[src/rtl/instr_prefetch_queue_if.sv]
// Bundle of fetch-side signals for instr_prefetch_queue: the instruction
// memory request/response channel, the redirect input and the IF/ID
// dequeue handshake.
// master: the prefetch queue itself. slave: memory/pipeline/testbench side.
interface instr_prefetch_queue_if #(
    parameter int DEPTH = 4
);
    localparam int CW = $clog2(DEPTH + 1);

    logic          imem_req_valid;
    logic [63:0]   imem_req_addr;
    logic          imem_req_ready;
    logic          imem_resp_valid;
    logic [31:0]   imem_resp_data;

    logic          redirect_valid;
    logic [63:0]   redirect_pc;

    logic          deq_ready;
    logic          deq_valid;
    logic [63:0]   deq_pc;
    logic [31:0]   deq_instruction;
    logic          deq_inv_addr;
    logic [CW-1:0] queue_count;

    logic [31:0]   perf_fetch_count;
    logic [31:0]   perf_drop_count;

    modport master (
        output imem_req_valid, imem_req_addr,
        input  imem_req_ready, imem_resp_valid, imem_resp_data,
        input  redirect_valid, redirect_pc,
        input  deq_ready,
        output deq_valid, deq_pc, deq_instruction, deq_inv_addr, queue_count,
        output perf_fetch_count, perf_drop_count
    );

    modport slave (
        input  imem_req_valid, imem_req_addr,
        output imem_req_ready, imem_resp_valid, imem_resp_data,
        output redirect_valid, redirect_pc,
        output deq_ready,
        input  deq_valid, deq_pc, deq_instruction, deq_inv_addr, queue_count,
        input  perf_fetch_count, perf_drop_count
    );
endinterface

[src/rtl/instr_prefetch_queue.sv]
// Instruction prefetch queue sitting in front of the IF/ID register.
// Issues sequential word fetches to a multi-cycle instruction memory,
// buffers returned words tagged with their PC, and hands them to IF/ID
// over a valid/ready handshake (ready = IF_ID_Write). A redirect flushes
// everything and restarts fetching from the new PC.
//
// Build option: define PREFETCH_PERF_CNT_EN to get the fetch/drop
// performance counters; otherwise both counter ports read as zero.
//
// state  | meaning
// -------+---------------------------------------------------------------
// FETCH  | request fetch_pc when there is room, or enqueue an invalid-
//        | address marker when fetch_pc is misaligned/out of range
// WAIT   | one request accepted, waiting for its response
// DRAIN  | a response belonging to a flushed request is still due; drop it
// HALT   | invalid address reached, idle until the next redirect
module instr_prefetch_queue #(
    parameter int          DEPTH      = 4,
    parameter logic [63:0] RESET_PC   = 64'h0,
    parameter logic [63:0] IMEM_BYTES = 64'd1024
) (
    input  logic                   clock,
    input  logic                   reset,
    instr_prefetch_queue_if.master bus
);
    localparam int PW = $clog2(DEPTH);
    localparam int CW = $clog2(DEPTH + 1);
    localparam logic [31:0] NOP_INSTR = 32'h0000_0013;

    typedef enum logic [1:0] {
        S_FETCH = 2'd0,
        S_WAIT  = 2'd1,
        S_DRAIN = 2'd2,
        S_HALT  = 2'd3
    } state_t;

    state_t        state_q;
    state_t        state_d;
    logic [63:0]   fetch_pc_q;
    logic [63:0]   req_pc_q;

    logic [63:0]   fifo_pc    [DEPTH];
    logic [31:0]   fifo_instr [DEPTH];
    logic          fifo_inv   [DEPTH];
    logic [PW-1:0] rd_ptr_q;
    logic [PW-1:0] wr_ptr_q;
    logic [CW-1:0] count_q;

    logic          fetch_pc_ok;
    logic          inflight;
    logic [CW:0]   occupancy;
    logic          space;
    logic          req_valid;
    logic          req_hs;
    logic          resp_enq;
    logic          inv_enq;
    logic          drop_resp;
    logic          enq;
    logic          deq_valid;
    logic          pop;
    logic [63:0]   enq_pc;
    logic [31:0]   enq_instr;
    logic          enq_inv;

    // A fetch address is usable only if word aligned and inside the memory.
    assign fetch_pc_ok = (fetch_pc_q[1:0] == 2'b00) && (fetch_pc_q < IMEM_BYTES);

    // Room is reserved for the outstanding response so the FIFO cannot overflow.
    assign inflight  = (state_q == S_WAIT);
    assign occupancy = {1'b0, count_q} + {{CW{1'b0}}, inflight};
    assign space     = occupancy < (CW + 1)'(DEPTH);

    // FSM state register plus the fetch/request PC registers it steers.
    always_ff @(posedge clock) begin
        if (reset) begin
            state_q    <= S_FETCH;
            fetch_pc_q <= RESET_PC;
            req_pc_q   <= 64'h0;
        end else begin
            state_q <= state_d;
            if (req_hs) begin
                req_pc_q <= fetch_pc_q;
            end
            if (bus.redirect_valid) begin
                fetch_pc_q <= bus.redirect_pc;
            end else if (req_hs) begin
                fetch_pc_q <= fetch_pc_q + 64'd4;
            end
        end
    end

    // Next state; a redirect overrides everything and only has to remember
    // whether a response is still owed by the memory.
    always_comb begin
        state_d = state_q;
        if (bus.redirect_valid) begin
            if (req_hs ||
                (((state_q == S_WAIT) || (state_q == S_DRAIN)) && !bus.imem_resp_valid)) begin
                state_d = S_DRAIN;
            end else begin
                state_d = S_FETCH;
            end
        end else begin
            case (state_q)
                S_FETCH: begin
                    if (req_hs) begin
                        state_d = S_WAIT;
                    end else if (!fetch_pc_ok && space) begin
                        state_d = S_HALT;
                    end
                end
                S_WAIT: begin
                    if (bus.imem_resp_valid) begin
                        state_d = S_FETCH;
                    end
                end
                S_DRAIN: begin
                    if (bus.imem_resp_valid) begin
                        state_d = S_FETCH;
                    end
                end
                S_HALT: begin
                    state_d = S_HALT;
                end
                default: begin
                    state_d = S_FETCH;
                end
            endcase
        end
    end

    // FSM outputs: memory request, enqueue sources and discarded responses.
    always_comb begin
        req_valid = 1'b0;
        resp_enq  = 1'b0;
        inv_enq   = 1'b0;
        drop_resp = 1'b0;
        case (state_q)
            S_FETCH: begin
                req_valid = !reset && fetch_pc_ok && space;
                inv_enq   = !fetch_pc_ok && space;
            end
            S_WAIT: begin
                resp_enq = bus.imem_resp_valid;
            end
            S_DRAIN: begin
                drop_resp = bus.imem_resp_valid;
            end
            default: begin
                req_valid = 1'b0;
            end
        endcase
    end

    assign req_hs = req_valid && bus.imem_req_ready;

    // A redirect cancels whatever would have entered or left the FIFO.
    assign enq       = (resp_enq || inv_enq) && !bus.redirect_valid;
    assign deq_valid = !reset && (count_q != '0) && !bus.redirect_valid;
    assign pop       = deq_valid && bus.deq_ready;

    assign enq_pc    = resp_enq ? req_pc_q : fetch_pc_q;
    assign enq_instr = resp_enq ? bus.imem_resp_data : NOP_INSTR;
    assign enq_inv   = !resp_enq;

    // FIFO storage, pointers and occupancy; storage is cleared so the head
    // fields read zero out of reset.
    always_ff @(posedge clock) begin
        if (reset) begin
            for (int i = 0; i < DEPTH; i++) begin
                fifo_pc[i]    <= 64'h0;
                fifo_instr[i] <= 32'h0;
                fifo_inv[i]   <= 1'b0;
            end
            rd_ptr_q <= '0;
            wr_ptr_q <= '0;
            count_q  <= '0;
        end else if (bus.redirect_valid) begin
            rd_ptr_q <= '0;
            wr_ptr_q <= '0;
            count_q  <= '0;
        end else begin
            if (enq) begin
                fifo_pc[wr_ptr_q]    <= enq_pc;
                fifo_instr[wr_ptr_q] <= enq_instr;
                fifo_inv[wr_ptr_q]   <= enq_inv;
                wr_ptr_q             <= wr_ptr_q + PW'(1);
            end
            if (pop) begin
                rd_ptr_q <= rd_ptr_q + PW'(1);
            end
            case ({enq, pop})
                2'b10:   count_q <= count_q + CW'(1);
                2'b01:   count_q <= count_q - CW'(1);
                default: count_q <= count_q;
            endcase
        end
    end

    assign bus.imem_req_valid  = req_valid;
    assign bus.imem_req_addr   = fetch_pc_q;
    assign bus.deq_valid       = deq_valid;
    assign bus.deq_pc          = fifo_pc[rd_ptr_q];
    assign bus.deq_instruction = fifo_instr[rd_ptr_q];
    assign bus.deq_inv_addr    = fifo_inv[rd_ptr_q];
    assign bus.queue_count     = count_q;

`ifdef PREFETCH_PERF_CNT_EN
    logic [31:0] perf_fetch_q;
    logic [31:0] perf_drop_q;

    // Accepted fetches, and responses/entries thrown away by redirects.
    always_ff @(posedge clock) begin
        if (reset) begin
            perf_fetch_q <= 32'h0;
            perf_drop_q  <= 32'h0;
        end else begin
            if (req_hs) begin
                perf_fetch_q <= perf_fetch_q + 32'd1;
            end
            perf_drop_q <= perf_drop_q + 32'(drop_resp)
                         + (bus.redirect_valid ? 32'(count_q) : 32'd0);
        end
    end

    assign bus.perf_fetch_count = perf_fetch_q;
    assign bus.perf_drop_count  = perf_drop_q;
`else
    assign bus.perf_fetch_count = 32'h0;
    assign bus.perf_drop_count  = 32'h0;
`endif
endmodule

[src/flat_wrapper.sv]
// flat-port wrapper written by rule: the top's interface ports become plain ports
module instr_prefetch_queue_flat 
#(
    parameter int          DEPTH      = 4,
    parameter logic [63:0] RESET_PC   = 64'h0,
    parameter logic [63:0] IMEM_BYTES = 64'd1024
)
  (clock, reset, bus_imem_req_valid, bus_imem_req_addr, bus_imem_req_ready, bus_imem_resp_valid, bus_imem_resp_data, bus_redirect_valid, bus_redirect_pc, bus_deq_ready, bus_deq_valid, bus_deq_pc, bus_deq_instruction, bus_deq_inv_addr, bus_queue_count, bus_perf_fetch_count, bus_perf_drop_count);
  instr_prefetch_queue_if #(.DEPTH(DEPTH)) bus_i ();
  input  logic clock;
  input  logic reset;
  output wire logic [$bits(bus_i.imem_req_valid)-1:0] bus_imem_req_valid;
  output wire logic [$bits(bus_i.imem_req_addr)-1:0] bus_imem_req_addr;
  input wire logic [$bits(bus_i.imem_req_ready)-1:0] bus_imem_req_ready;
  input wire logic [$bits(bus_i.imem_resp_valid)-1:0] bus_imem_resp_valid;
  input wire logic [$bits(bus_i.imem_resp_data)-1:0] bus_imem_resp_data;
  input wire logic [$bits(bus_i.redirect_valid)-1:0] bus_redirect_valid;
  input wire logic [$bits(bus_i.redirect_pc)-1:0] bus_redirect_pc;
  input wire logic [$bits(bus_i.deq_ready)-1:0] bus_deq_ready;
  output wire logic [$bits(bus_i.deq_valid)-1:0] bus_deq_valid;
  output wire logic [$bits(bus_i.deq_pc)-1:0] bus_deq_pc;
  output wire logic [$bits(bus_i.deq_instruction)-1:0] bus_deq_instruction;
  output wire logic [$bits(bus_i.deq_inv_addr)-1:0] bus_deq_inv_addr;
  output wire logic [$bits(bus_i.queue_count)-1:0] bus_queue_count;
  output wire logic [$bits(bus_i.perf_fetch_count)-1:0] bus_perf_fetch_count;
  output wire logic [$bits(bus_i.perf_drop_count)-1:0] bus_perf_drop_count;
  assign bus_imem_req_valid = bus_i.imem_req_valid;
  assign bus_imem_req_addr = bus_i.imem_req_addr;
  assign bus_i.imem_req_ready = bus_imem_req_ready;
  assign bus_i.imem_resp_valid = bus_imem_resp_valid;
  assign bus_i.imem_resp_data = bus_imem_resp_data;
  assign bus_i.redirect_valid = bus_redirect_valid;
  assign bus_i.redirect_pc = bus_redirect_pc;
  assign bus_i.deq_ready = bus_deq_ready;
  assign bus_deq_valid = bus_i.deq_valid;
  assign bus_deq_pc = bus_i.deq_pc;
  assign bus_deq_instruction = bus_i.deq_instruction;
  assign bus_deq_inv_addr = bus_i.deq_inv_addr;
  assign bus_queue_count = bus_i.queue_count;
  assign bus_perf_fetch_count = bus_i.perf_fetch_count;
  assign bus_perf_drop_count = bus_i.perf_drop_count;
  instr_prefetch_queue #(.DEPTH(DEPTH), .RESET_PC(RESET_PC), .IMEM_BYTES(IMEM_BYTES)) u_core (.clock(clock), .reset(reset), .bus(bus_i));
endmodule
[config.mk]
export PLATFORM = sky130hd
export DESIGN_NAME = instr_prefetch_queue_flat
export DESIGN_NICKNAME = d
export VERILOG_FILES = /design/src/rtl/instr_prefetch_queue_if.sv /design/src/rtl/instr_prefetch_queue.sv /design/src/flat_wrapper.sv
export SDC_FILE = /design/constraint.sdc
export NUM_CORES = 1
export LEC_CHECK = 0
export CAP_MARGIN = 40
export CORE_UTILIZATION = 54
export DETAILED_ROUTE_END_ITERATION = 6
export PLACE_DENSITY = 0.83
export RECOVER_POWER = 100
export SYNTH_ARGS = -nofsm -noshare
export SYNTH_HDL_FRONTEND = slang
export SYNTH_SLANG_ARGS = --single-unit
[constraint.sdc]
create_clock -name clock -period 13.85 [get_ports clock]
set_input_delay 4.155 -clock clock [delete_from_list [all_inputs] [get_ports clock]]
set_output_delay 4.155 -clock clock [all_outputs]
set_load 0.005 [all_outputs]
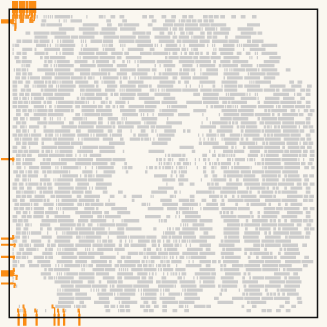
*Wires at chosen ports, followed through buffers*
(1.5 px per µm)
[orange] bus_perf_drop_count | bits: 32 | direction: output | edge: 14 north, 10 west, 8 south | end cells: 32 | buffers: 0 | wire: 145 µm
Buffers on Ports: 267
I/O pins: 332

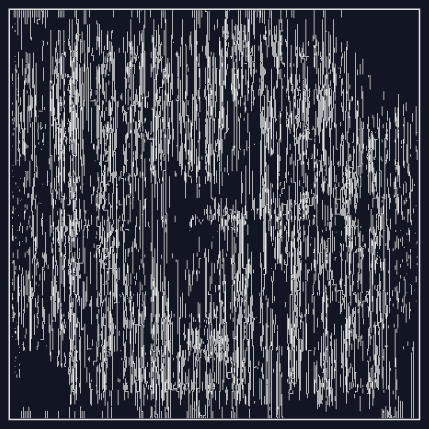
*The metal 2 layer*
(2 px per µm)
nets with wire on the layer: 1745
share of all routed wire: 49%
wire length on this layer: 26.2 mm
via count: 13761
met2 Usage GRT: 42.31%
Detailed Route WL: 53.95 mm

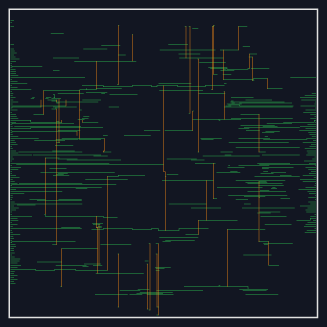
*Signal wires by layer*
(1.5 px per µm) Two of the layers only.
[green] met3 | wire length: 4990 µm
[orange] met4 | wire length: 1240 µm
routed len/inst: 22.42 µm
All-Layer GR Usage: 25.88%

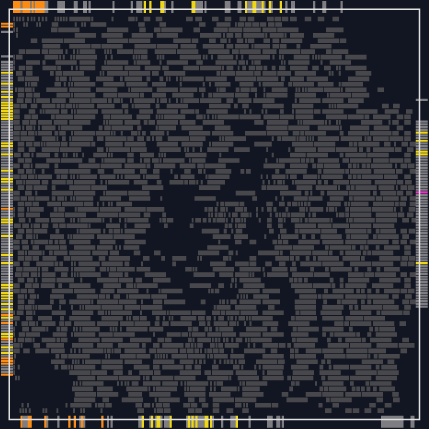
*Ports around the boundary*
(2 px per µm) Pins as bars across the die edge, other pins in grey.
[yellow] bus_imem_req_addr | pins: 64 | direction: output | edge: 35 west, 12 south, 12 north, 5 east
[orange] bus_perf_drop_count | pins: 32 | direction: output | edge: 14 north, 10 west, 8 south
[magenta] bus_deq_ready | pins: 1 | direction: input | edge: east

==> reports/qor.csv <==
metric,value,unit
status,"finished, violations left",
failing checks,"capacitance limit, slew limit",
Logic pwr share,8.8,%
clk slew on worst S/H paths,0.06,ns
met2 wire length,26.23,mm
Layout non-clock buf frac,10.64,%
dominant logic cell type in the layout,edfxtp_1,
flop2flop setup slack,6.76,ns
Core ar.,40100,µm²
vias in the first global route,13811,
Worst Skew,0.01273,ns
worst slack at placement,4.170,ns
drt pass-1 iters,5,
Final Hold Fails,0,
f_max,0.09396,GHz
antenna violation net count after detailed routing,0,
Hold Crit Depth,2,
Logic cell area,6953,µm²
CP startpoint,bus_imem_resp_valid,
"Compound Share, Synth",1.476,%
first-pass GRT wire length,80.74,mm
Hold EP,u_core.req_pc_q[9]$_SDFFE_PP0P_,
dpl hpwl,32.01,mm
tool warnings,29,
switch share,22.16,%
Fillers,2868,
CTS tree,yes,
flop count,527,
relative slew slack,-131.4,%
M1 wire length,21.43,mm
Top Layout Cells,"edfxtp_1, nor2_1, dlygate4sd3_1",
CP Cell Sequence,dlygate4sd3_1 -> and2_2 -> clkbuf_1 -> o21ai_0 -> clkbuf_1 -> clkbuf_1 -> nor2_1,
clock power share,40.3,%
Top cells by area,"edfxtp_1, dfxtp_1, mux4_2",
Post-Syn Area,22130,µm²
CP endpoint,u_core.fifo_pc[3][35]$_DFFE_PP_,
"area leader, netlist",edfxtp_1,
met1 Track Usage GR,34.88,%
busiest grt layer,met2,
Top class by area,sequential cells,
Synth-to-Final Area Change,20.63,%
sequential share of power,51.0,%
Final Power,3.570,mW
R2R depth,8,
CP dominant cell by count,clkbuf_1,
Top cell area share,52.65,%
RePlAce Congestion,0.8157,
Seq power,1.82,mW
vias per std cell,5.719,
max cap viols,21,
top_reg_cell synth,edfxtp_1,
crit path capture type,register,
clk sink count,527,
Worst R2R Start,u_core.state_q[1]$_SDFFE_PP0P_,
"non-filler cells, final",2406,
synthesized instance count,1599,
max layer used,met5,
"Max FO, Critical Path",53,
Post-CTS Setup Bufs,0,
RSZ-0062 raised after global routing,false,
drt initial violations,1208,
cts bufs inserted,51,
fin nets,1942,
commonest cells in the netlist,"edfxtp_1, nor2_1, dfxtp_1",
Clock Latency Late Sink,0.58,ns
pin slew with the least headroom to its limit,3.471,ns
Inverters,9,
yosys xor share,0.1979,%
"Seq share, synth",65.23,%
H-Tree Depth,2,
fin crit period,10.64,ns
YS warnings,0,
switching pwr,0.7911,mW
Unique cell types,47,
"Async S/R FF share, synth",0,%
power in the clock group,1.44,mW
endpoints failing setup,0,
Post-synth EDFFs,388,
CP required,14.08,ns
total negative slack,0,ns
met3 WL,4.989,mm
yosys simple share,12.90,%
sequential cell area share,54.09,%
CTS resizes,0,
non-clock buffer count,294,
CP Launch Type,input port,
largest net degree at the start of global routing,67,
ys flops,527,
Slew Limit Fails,959,
mux share,15.35,%
Power and IR drop assume default switching activity.
